## config.mk

```make
export PLATFORM = sky130hd
export DESIGN_NAME = reg_read_pipe
export DESIGN_NICKNAME = d
export VERILOG_FILES = /design/src/rtl/reg_read_pipe.sv
export SDC_FILE = /design/constraint.sdc
export NUM_CORES = 1
export LEC_CHECK = 0
export ABC_AREA = 1
export CORE_UTILIZATION = 37
export DETAILED_ROUTE_END_ITERATION = 6
export GPL_TIMING_DRIVEN = 0
export SKIP_LAST_GASP = 1
export SLEW_MARGIN = 40
export SYNTH_ARGS = -nofsm -noshare
export SYNTH_HDL_FRONTEND = slang
export SYNTH_SLANG_ARGS = --single-unit
export TNS_END_PERCENT = 30
```

## constraint.sdc

```tcl
create_clock -name clk -period 1.61 [get_ports clk]
set_clock_uncertainty 0.15 [all_clocks]
set_input_delay 0.322 -clock clk [delete_from_list [all_inputs] [get_ports clk]]
set_output_delay 0.322 -clock clk [all_outputs]
set_load 0.1 [all_outputs]
```

## src/rtl/reg_read_pipe.sv

```systemverilog
// ---------------------------------------------------------------------------
// reg_read_pipe
//
// Register-read pipeline stage between decode and execute. It holds the
// architectural register file, which has two write ports:
//   - a general write-back port (write / writeAdd / in)
//   - a dedicated PC port that always targets register PC_REG (writeR7 / inR7)
// Both operands and their equality flag are registered into a single
// valid/ready output slot that feeds execute.
//
// Optional feature (compile-time macro):
//   REG_READ_BYPASS_EN - when defined, a read whose address matches a write
//                        in the same cycle returns the new data. Priority is
//                        general write, then PC write, then the stored value.
//                        When undefined, reads return the stored pre-edge
//                        value, and decode must insert one bubble after a
//                        write-back to a source register.
//
// Ports:
//   clk        in   rising-edge clock
//   reset      in   synchronous, active-high reset
//   in_valid   in   decode presents a read request
//   in_ready   out  stage accepts the request this cycle
//   readAdd1   in   operand 1 register address
//   readAdd2   in   operand 2 register address
//   write      in   general write-back enable
//   writeAdd   in   general write-back address
//   in         in   general write-back data
//   writeR7    in   PC register write enable
//   inR7       in   PC register write data
//   out_valid  out  output slot holds a valid operand pair
//   out_ready  in   execute consumes the slot this cycle
//   regValue1  out  registered operand 1
//   regValue2  out  registered operand 2
//   equalValue out  registered (regValue1 == regValue2)
//
// Handshake semantics (both sides): a transfer happens on a rising clk edge
// where valid and ready are both high. A producer holding valid keeps its
// payload stable until the transfer; ready never depends on valid.
// Here in_ready = !reset && (!out_valid || out_ready), so a full slot that
// is being drained accepts a new request in the same cycle (no bubble).
// ---------------------------------------------------------------------------
module reg_read_pipe #(
  parameter int DATA_W = 16,
  parameter int ADDR_W = 3,
  parameter int PC_REG = 7
) (
  input  logic              clk,
  input  logic              reset,
  input  logic              in_valid,
  output logic              in_ready,
  input  logic [ADDR_W-1:0] readAdd1,
  input  logic [ADDR_W-1:0] readAdd2,
  input  logic              write,
  input  logic [ADDR_W-1:0] writeAdd,
  input  logic [DATA_W-1:0] in,
  input  logic              writeR7,
  input  logic [DATA_W-1:0] inR7,
  output logic              out_valid,
  input  logic              out_ready,
  output logic [DATA_W-1:0] regValue1,
  output logic [DATA_W-1:0] regValue2,
  output logic              equalValue
);

  localparam int NUM_REGS = 2 ** ADDR_W;
  localparam logic [ADDR_W-1:0] PC_ADDR = ADDR_W'(PC_REG);

  // Register file and output slot state
  logic [DATA_W-1:0] regs_q [NUM_REGS];
  logic [DATA_W-1:0] regs_d [NUM_REGS];

  logic              out_valid_q, out_valid_d;
  logic [DATA_W-1:0] value1_q, value1_d;
  logic [DATA_W-1:0] value2_q, value2_d;
  logic              equal_q, equal_d;

  logic              transfer;
  logic [DATA_W-1:0] rd1, rd2;

  // Read one port. With the bypass enabled the new write data is forwarded
  // using the same priority the register file uses when both ports hit
  // PC_REG: the general port wins over the PC port.
  function automatic logic [DATA_W-1:0] read_port(input logic [ADDR_W-1:0] addr);
    logic [DATA_W-1:0] val;
`ifdef REG_READ_BYPASS_EN
    if (write && (writeAdd == addr)) begin
      val = in;
    end else if (writeR7 && (addr == PC_ADDR)) begin
      val = inR7;
    end else begin
      val = regs_q[addr];
    end
`else
    val = regs_q[addr];
`endif
    return val;
  endfunction

  assign rd1 = read_port(readAdd1);
  assign rd2 = read_port(readAdd2);

  assign in_ready = !reset && (!out_valid_q || out_ready);
  assign transfer = in_valid && in_ready;

  // Register file next state. The PC port is applied first so that a
  // general write to PC_REG in the same cycle overrides it.
  always_comb begin
    for (int i = 0; i < NUM_REGS; i++) begin
      regs_d[i] = regs_q[i];
    end
    if (writeR7) begin
      regs_d[PC_ADDR] = inR7;
    end
    if (write) begin
      regs_d[writeAdd] = in;
    end
  end

  // Output slot next state. Captured data is only replaced on a transfer,
  // so a stalled slot is immune to later register writes.
  always_comb begin
    out_valid_d = out_valid_q;
    value1_d    = value1_q;
    value2_d    = value2_q;
    equal_d     = equal_q;
    if (transfer) begin
      out_valid_d = 1'b1;
      value1_d    = rd1;
      value2_d    = rd2;
      equal_d     = (rd1 == rd2);
    end else if (out_ready) begin
      out_valid_d = 1'b0;
    end
  end

  // Reset clears everything and drops any write presented in that cycle.
  always_ff @(posedge clk) begin
    if (reset) begin
      for (int i = 0; i < NUM_REGS; i++) begin
        regs_q[i] <= '0;
      end
      out_valid_q <= 1'b0;
      value1_q    <= '0;
      value2_q    <= '0;
      equal_q     <= 1'b0;
    end else begin
      for (int i = 0; i < NUM_REGS; i++) begin
        regs_q[i] <= regs_d[i];
      end
      out_valid_q <= out_valid_d;
      value1_q    <= value1_d;
      value2_q    <= value2_d;
      equal_q     <= equal_d;
    end
  end

  assign out_valid  = out_valid_q;
  assign regValue1  = value1_q;
  assign regValue2  = value2_q;
  assign equalValue = equal_q;

endmodule

```

Fig. 1: run 1, cell placement
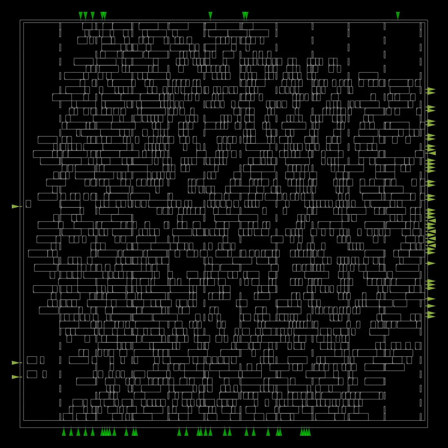
Seq cells: 162
FP Rows: 56
Placeable Area: 23400 um^2

Fig. 2: run 1, M2 wires
(2 px per um) Cells faint in the background.
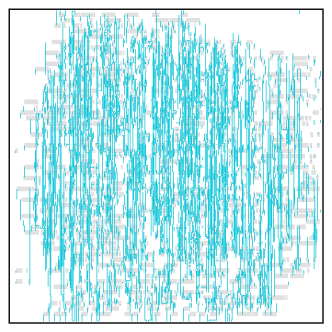
The wires run mostly vertical. 1133 nets have wire on it. The layer holds 42% of the routed length.
DR vias: 9968
WL final: 39100 um
met2 Track Usage GR: 48.3%

Fig. 3: run 1, the metal 4 layer
(2 px per um) Supply wires on this layer in grey.
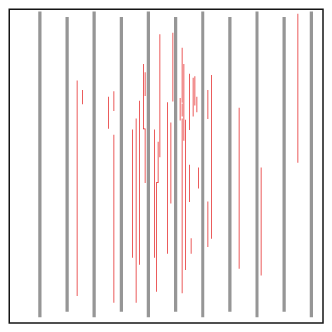
30 nets have wire on it. The longest straight run is 107 um. The layer carries 1560 um of wire.

Fig. 4: run 1, met3 routing
(2 px per um)
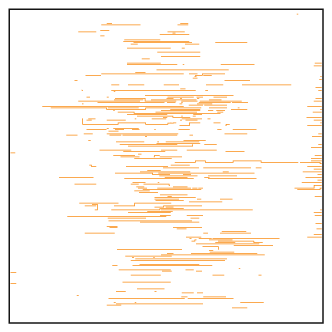
211 nets have wire on it. The layer carries 3600 um of wire. The layer holds 9.2% of the routed length. The longest straight run is 70.4 um. The wires run mostly horizontal.
routing usage on met3: 6.31%

==> GITHUB_STEP_SUMMARY, run 1 <==
## PnR job results

| Metric | Value |
|---|---|
| FP Util | `37.5%` |
| First-pass GRT wire length | `57800 um` |
| Critical Path End Type | `register` |
| Die Span Y | `156 um` |
| Insertion Delay late pin | `0.45 ns` |
| Setup crit end | `equalValue$_SDFFE_PP0P_` |
| Final GP Congestion | `1.03` |
| CP Class | `register to register` |
| N_diodes | `0` |
| Flop pwr share | `40.2%` |
| Status | `finished, violations left` |
| Drt via density | `5.52` |
| Area grow syn2layout | `20.7%` |
| Final setup margin | `-0.121 ns` |
| Min Clock Period, post-route | `1.73 ns` |
| Largest net degree at the start of global routing | `17` |
| Final Setup Violations | `40` |
| Num ports | `82` |
| Final cell count without fillers | `1807` |
| HP Class | `input pin to register` |
| Htree depth | `4` |
| Top Layout Cells | `405 x nand2_1, 159 x o21ai_0, 158 x dfxtp_1, 140 x nand3_1, 128 x a21oi_1` |
| Area leader, netlist | `dfxtp_1` |
| Reg-to-reg critical path startpoint | `regs_q[7][9]$_SDFF_PP0_` |
| Clock share of power | `37.5%` |
| Synth Cell Area | `8780 um^2` |
| CP required | `1.83 ns` |
| Min-delay src | `reset` |
| Top area cell types | `dfxtp_1 37%, nand2_1 18%, o21ai_0 10%, nand3_1 8.3%, a21oi_1 7.4%` |
| DRC | `0` |
| Psw | `0.00383 W` |
| R2r setup slk | `-0.12 ns` |
| Met1 Wirelength | `17600 um` |
| Violated checks | `negative setup slack` |
| Critical Path Fanout Max | `3` |
| Hold EP | `equalValue$_SDFFE_PP0P_` |
| First DRT Iteration DRCs | `1139` |
| VDD IR max | `0.551 mV` |
| DIE WIDTH | `156 um` |
-- run 1: logic make-up after synthesis --
group                  count (synthesis)  synth area share (%)
AOI/OAI and AO/OA                    379                  23.8
buffers and inverters                227                  10.9
DFF                                  162                  36.9
and+or+nand+nor                      611                  28.3
-- run 1: cell usage after synthesis, drive strengths merged --
master,count
dfxtp,162
inv,121
nand3,145
o21ai,189
nor3,8
a21oi,130
clkbuf,58
nand2,412
nor2,46
buf,46
o211ai,58
a31oi,2
clkinv,2
-- run 1: final cells by class --
type | instances | area (um^2) | share of cell area (%)
well taps | 319 | 399 | 3.76
repair buffers | 77 | 603 | 5.69
flip-flops and latches | 162 | 3250 | 30.7
clock buffers | 18 | 439 | 4.14
plain buffers | 104 | 638 | 6.02
multi-input cells | 990 | 4680 | 44.2
inverters | 123 | 468 | 4.41
clock inverters | 14 | 119 | 1.12
-- run 1: metrics by stage --
step | setup TNS, ns | hold slack [ns] | utilization, %
5_1_grt | -10.25 | 0.219 | 45.3
2_1_floorplan | -7.17 | 0.235 | -
4_1_cts | -5.27 | 0.191 | 44.8
3_3_place_gp | -130.64 | 0.305 | 42.7
3_5_place_dp | -121.85 | 0.313 | 42.0
6_report | -2.36 | 0.198 | 45.3
-- run 1: power by group through the flow --
stage / clock, W / combinational (W) / sequential (W)
floorplan: 0 / 0.00111 / 0.00483
global placement: 0 / 0.00233 / 0.00439
detailed placement: 0 / 0.00228 / 0.00439
CTS: 0.00402 / 0.00231 / 0.00430
global route: 0.00421 / 0.00256 / 0.00432
finish: 0.00403 / 0.00239 / 0.00431
-- run 1: what timing repair did --
item,CTS,global route
gates cloned,0,0
endpoints found under the setup margin,196,182
resized,63,58
hold buffers,0,0
pin swaps,1,14
buffers inserted,1,1
==> run 2, diff against run 1 <==
--- a/config.mk
+++ b/config.mk
@@ -6,8 +6,11 @@
 export NUM_CORES = 1
 export LEC_CHECK = 0
 export ABC_AREA = 1
+export CORE_ASPECT_RATIO = 0.75
+export CORE_MARGIN = 4
 export CORE_UTILIZATION = 37
 export DETAILED_ROUTE_END_ITERATION = 6
+export GPL_ROUTABILITY_DRIVEN = 0
 export GPL_TIMING_DRIVEN = 0
 export SKIP_LAST_GASP = 1
 export SLEW_MARGIN = 40
Fig. 5: run 2, met3 routing
(2 px per um)
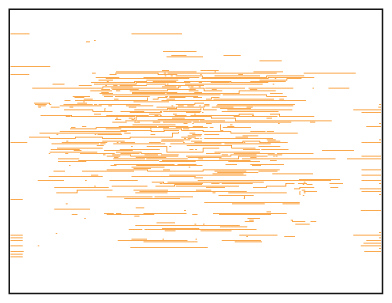
The longest straight run is 72.0 um. The wires run mostly horizontal. The layer holds 14% of the routed length. The layer carries 5780 um of wire.
routing usage on met3: 11.1%
WL final: 40400 um
DR vias: 10400

Fig. 6: run 2, cell placement
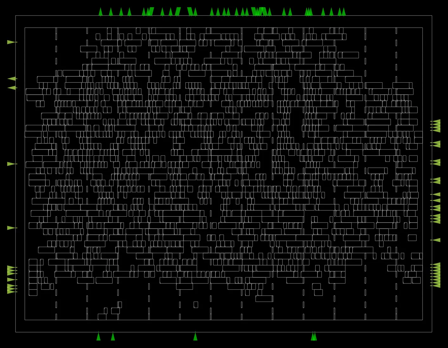
final cell count without fillers: 1789
sequential cell area share: 30.3%
Filler cells: 2417

==> GITHUB_STEP_SUMMARY, run 2 <==
## PnR job results

| Metric | Value |
|---|---|
| Layout Utilization | `46.3% (+0.97 points)` |
| N_diodes | `0 (unchanged)` |
| FFs w/ async S/R, synth | `0% (unchanged)` |
| Critical Path Fanout Max | `10 (+7)` |
| FP Util | `37.9% (+0.36 points)` |
| HP Class | `input pin to register` |
| VDD IR max | `0.692 mV (+26%)` |
| Mapped Nets | `1426` |
| Critical Path End Type | `register` |
| Synth top cells by count | `412 x nand2_1, 182 x o21ai_0, 162 x dfxtp_1, 145 x nand3_1, 130 x a21oi_1` |
| DRC | `0 (unchanged)` |
| Met2 Track Usage GR | `41.6% (-6.8 points)` |
| DIE WIDTH | `186 um (+19%)` |
| Top area cell types | `dfxtp_1 37%, nand2_1 18%, o21ai_0 10%, nand3_1 8.3%, a21oi_1 7.4%` |
| Htree depth | `4 (unchanged)` |
| Post-CTS Hold Fix Bufs | `0 (unchanged)` |
| Drt via density | `5.79 (+4.9%)` |
| First-pass GRT wire length | `59100 um (+2.2%)` |
| Area leader, netlist | `dfxtp_1` |
| Critical path's slowest cell | `buf_2` |
| Violated checks | `negative setup slack` |
| Status | `finished, violations left` |
| Final setup margin | `-0.161 ns (-0.0394 ns)` |
| Die Span Y | `141 um (-9.4%)` |
| FP Rows | `48 (-14%)` |
| Min Clock Period, post-route | `1.77 ns (+0.0394 ns)` |
| Synth Flop Type | `dfxtp_1` |
| Pre-Repair DR Iteration Count | `6` |
| Synth Cell Area | `8780 um^2 (unchanged)` |
| First DRT Iteration DRCs | `1739 (+53%)` |
| Post-synth EDFFs | `0 (unchanged)` |
| CP required | `1.85 ns (+0.02 ns)` |
| Final Setup Violations | `52 (+30%)` |
| Num ports | `82 (unchanged)` |
| Placeable Area | `23200 um^2 (-0.94%)` |
| TNS Setup | `-3.55 ns (-1.19 ns)` |
| CP Class | `input pin to register` |
| Final Hold Slack | `0.158 ns (-0.0395 ns)` |
| Largest net degree at the start of global routing | `17 (unchanged)` |
Fig. 7: run 2, met1 routing
(2 px per um) Supply wires on this layer in grey.
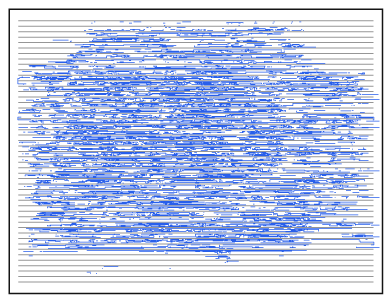
The longest straight run is 110 um. 1421 nets have wire on it. The layer carries 16700 um of wire.
GR met1 Demand/Resource: 42.6%

-- run 2: kinds of logic after synthesis --
kind of cell | share of synthesized area, %
simple gates | 28.3
compound gates | 23.8
buf+inv | 10.9
flops | 36.9
-- run 2: where the power goes --
part	total (W)	internal, W	switching [W]
Combinational	0.00247	0.000648	0.00182
Clock	0.00420	0.00241	0.00179
Sequential	0.00432	0.00420	0.000118
Total	0.0110	0.00726	0.00373
-- run 2: worst max-delay path, delay by kind of cell --
family,cells,cell delay [ns]
buffers and inverters,2,0.58
AND/OR/NAND/NOR,8,0.82
AND-OR/OR-AND,2,0.30
-- run 2: cell type report --
type                    count  area (um^2)
flip-flops and latches    162         3250
clock buffers              21          470
plain buffers             104          653
repair buffers             78          613
well taps                 300          375
fillers                  2417        12500
inverters                 123          468
multi-input cells         990         4770
clock inverters            11          129
-- run 2: path summary, 6_finish.rpt --
check / from / to / slack [ns] / cells past startpoint
worst max-delay path: readAdd1[1] / equalValue$_SDFFE_PP0P_ / -0.16 / 12
worst min-delay path: reset / regValue1[3]$_SDFFE_PP0P_ / 0.16 / 2
worst max register to register: register / equalValue$_SDFFE_PP0P_ / -0.14 / 11
worst min register to register: regValue1[14]$_SDFFE_PP0P_ / regValue1[14]$_SDFFE_PP0P_ / 0.32 / 2
-- run 2: repair_timing --
action,in CTS,in global routing
resized,92,76
endpoints found under the setup margin,195,182
buffers inserted,3,0
pin swaps,6,7
-- run 2: per-layer routing --
| metal | part of all wire [%] | up-vias | wire, um |
|---|---|---|---|
| met5 | 0 | - | 0 |
| met2 | 39 | 741 | 15800 |
| met4 | 5.3 | 0 | 2160 |
| met3 | 14 | 164 | 5780 |
| met1 | 41 | 4702 | 16700 |
| li1 | - | 4750 | - |
==> run 3, diff against run 2 <==
--- a/config.mk
+++ b/config.mk
@@ -7,7 +7,7 @@
 export LEC_CHECK = 0
 export ABC_AREA = 1
 export CORE_ASPECT_RATIO = 0.75
-export CORE_MARGIN = 4
+export CORE_MARGIN = 2
 export CORE_UTILIZATION = 37
 export DETAILED_ROUTE_END_ITERATION = 6
 export GPL_ROUTABILITY_DRIVEN = 0
Fig. 8: run 3, cell placement
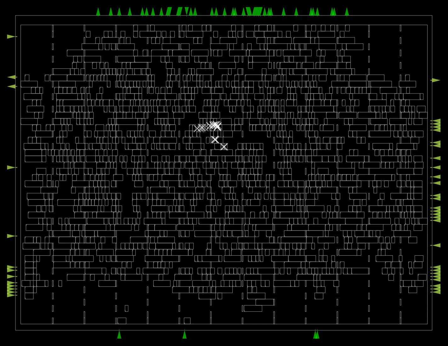
final cell count without fillers: 1788
sequential cell area share: 30.1%

Fig. 9: run 3, met3 routing
(2 px per um)
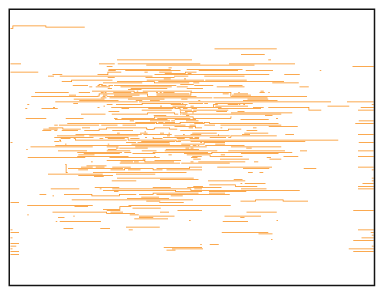
The wires run mostly horizontal. The layer carries 5450 um of wire.
WL final: 40600 um
DR vias: 10400
routing usage on met3: 10.5%

==> GITHUB_STEP_SUMMARY, run 3 <==
## PnR job results

| Metric | Value |
|---|---|
| DRC | `59 (+59)` |
| Status | `finished, violations left` |
| Post-synth EDFFs | `0 (unchanged)` |
| First DRT Iteration DRCs | `1390 (-20%)` |
| #MultiIn Comb | `990 (unchanged)` |
| Mapped Nets | `1426 (unchanged)` |
| Nonclk inv count | `123 (unchanged)` |
| Top area cell types | `dfxtp_1 37%, nand2_1 18%, o21ai_0 10%, nand3_1 8.3%, a21oi_1 7.4%` |
| WP buf/inv | `1 (-1)` |
| Synth Cell Area | `8780 um^2 (unchanged)` |
| Final setup margin | `-0.160 ns (+0.000949 ns)` |
| Largest net degree at the start of global routing | `17 (unchanged)` |
| Die Span Y | `137 um (-2.8%)` |
| Met3 Wirelength | `5450 um (-5.8%)` |
| Psw | `0.00383 W (+2.9%)` |
| Clock share of power | `37.2% (-1.0 points)` |
| R2R Path End | `equalValue$_SDFFE_PP0P_` |
| Combinational share of cell area | `45.1% (+0.65 points)` |
| Num ports | `82 (unchanged)` |
| Seq. cell area | `3260 um^2 (+0.35%)` |
| N_diodes | `0 (unchanged)` |
| Seq cells | `162 (unchanged)` |
| Htree depth | `4 (unchanged)` |
| Synth top cells by count | `412 x nand2_1, 182 x o21ai_0, 162 x dfxtp_1, 145 x nand3_1, 130 x a21oi_1` |
| Critical Path End Type | `register` |
| Final Setup Violations | `37 (-29%)` |
| GR met1 Demand/Resource | `44.4% (+1.7 points)` |
| TNS Setup | `-2.98 ns (+0.578 ns)` |
| CP required | `1.85 ns (about the same)` |
| Combinational share of power | `23.1% (+0.6 points)` |
| Non-clk bufs | `182 (unchanged)` |
| Synth Flop Type | `dfxtp_1` |
| Violated checks | `design-rule violations, negative setup slack` |
Fig. 10: run 3, M2 wires
(1.5 px per um) Cells faint in the background.
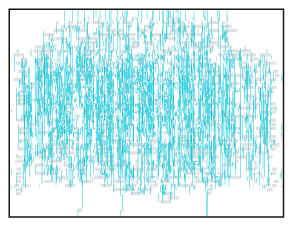
The layer carries 16000 um of wire. 1156 nets have wire on it. The wires run mostly vertical. The longest straight run is 86.4 um. The layer holds 39% of the routed length.
met2 Track Usage GR: 46.1%

## run 3: cell counts after synthesis
No cell type changed its count.
## run 3: metrics by stage
step	total power (W)	area, um^2	hold WS, ns	worst slack (ns)
finish	0.0109	10800	0.169	-0.160
global route	0.0112	10800	0.203	-0.204
CTS	0.0107	10500	0.167	-0.147
detailed placement	0.00669	9800	0.312	-1.16
global placement	0.00674	9980	0.308	-1.19
floorplan	0.00593	8850	0.235	-0.223
## run 3: what timing repair did
item,4_1_cts,5_1_grt
pin swaps,1,23
setup buffers,0,3
endpoints found under the hold margin,0,0
resized,58,170
setup endpoints to repair,195,164
hold buffers,0,0
## run 3: power groups by stage
| stage | Sequential [W] | Combinational [W] | Clock [W] |
|---|---|---|---|
| floorplan | 0.00483 | 0.00111 | 0 |
| global placement | 0.00439 | 0.00235 | 0 |
| detailed placement | 0.00439 | 0.00230 | 0 |
| CTS | 0.00430 | 0.00234 | 0.00406 |
| global route | 0.00433 | 0.00265 | 0.00420 |
| finish | 0.00432 | 0.00251 | 0.00405 |
## run 3: how the worst min path moves through the flow
stage                                         start                        end  cells past startpoint
after floorplan                               reset     out_valid$_SDFFE_PP0P_                      1
after detailed placement  regValue1[3]$_SDFFE_PP0P_  regValue1[3]$_SDFFE_PP0P_                      2
after global routing                          reset  regValue1[3]$_SDFFE_PP0P_                      2
after CTS                                     reset  regValue1[3]$_SDFFE_PP0P_                      2
final                                         reset  regValue1[3]$_SDFFE_PP0P_                      2
after global placement      equalValue$_SDFFE_PP0P_    equalValue$_SDFFE_PP0P_                      2
## run 3: kinds of logic after synthesis
family,Yosys count,share of synthesized area (%)
flip-flops,162,36.9
AND/OR/NAND/NOR,611,28.3
buffers and inverters,227,10.9
AND-OR/OR-AND,379,23.8
No activity file was given, so power comes from the tool's default toggle rates.
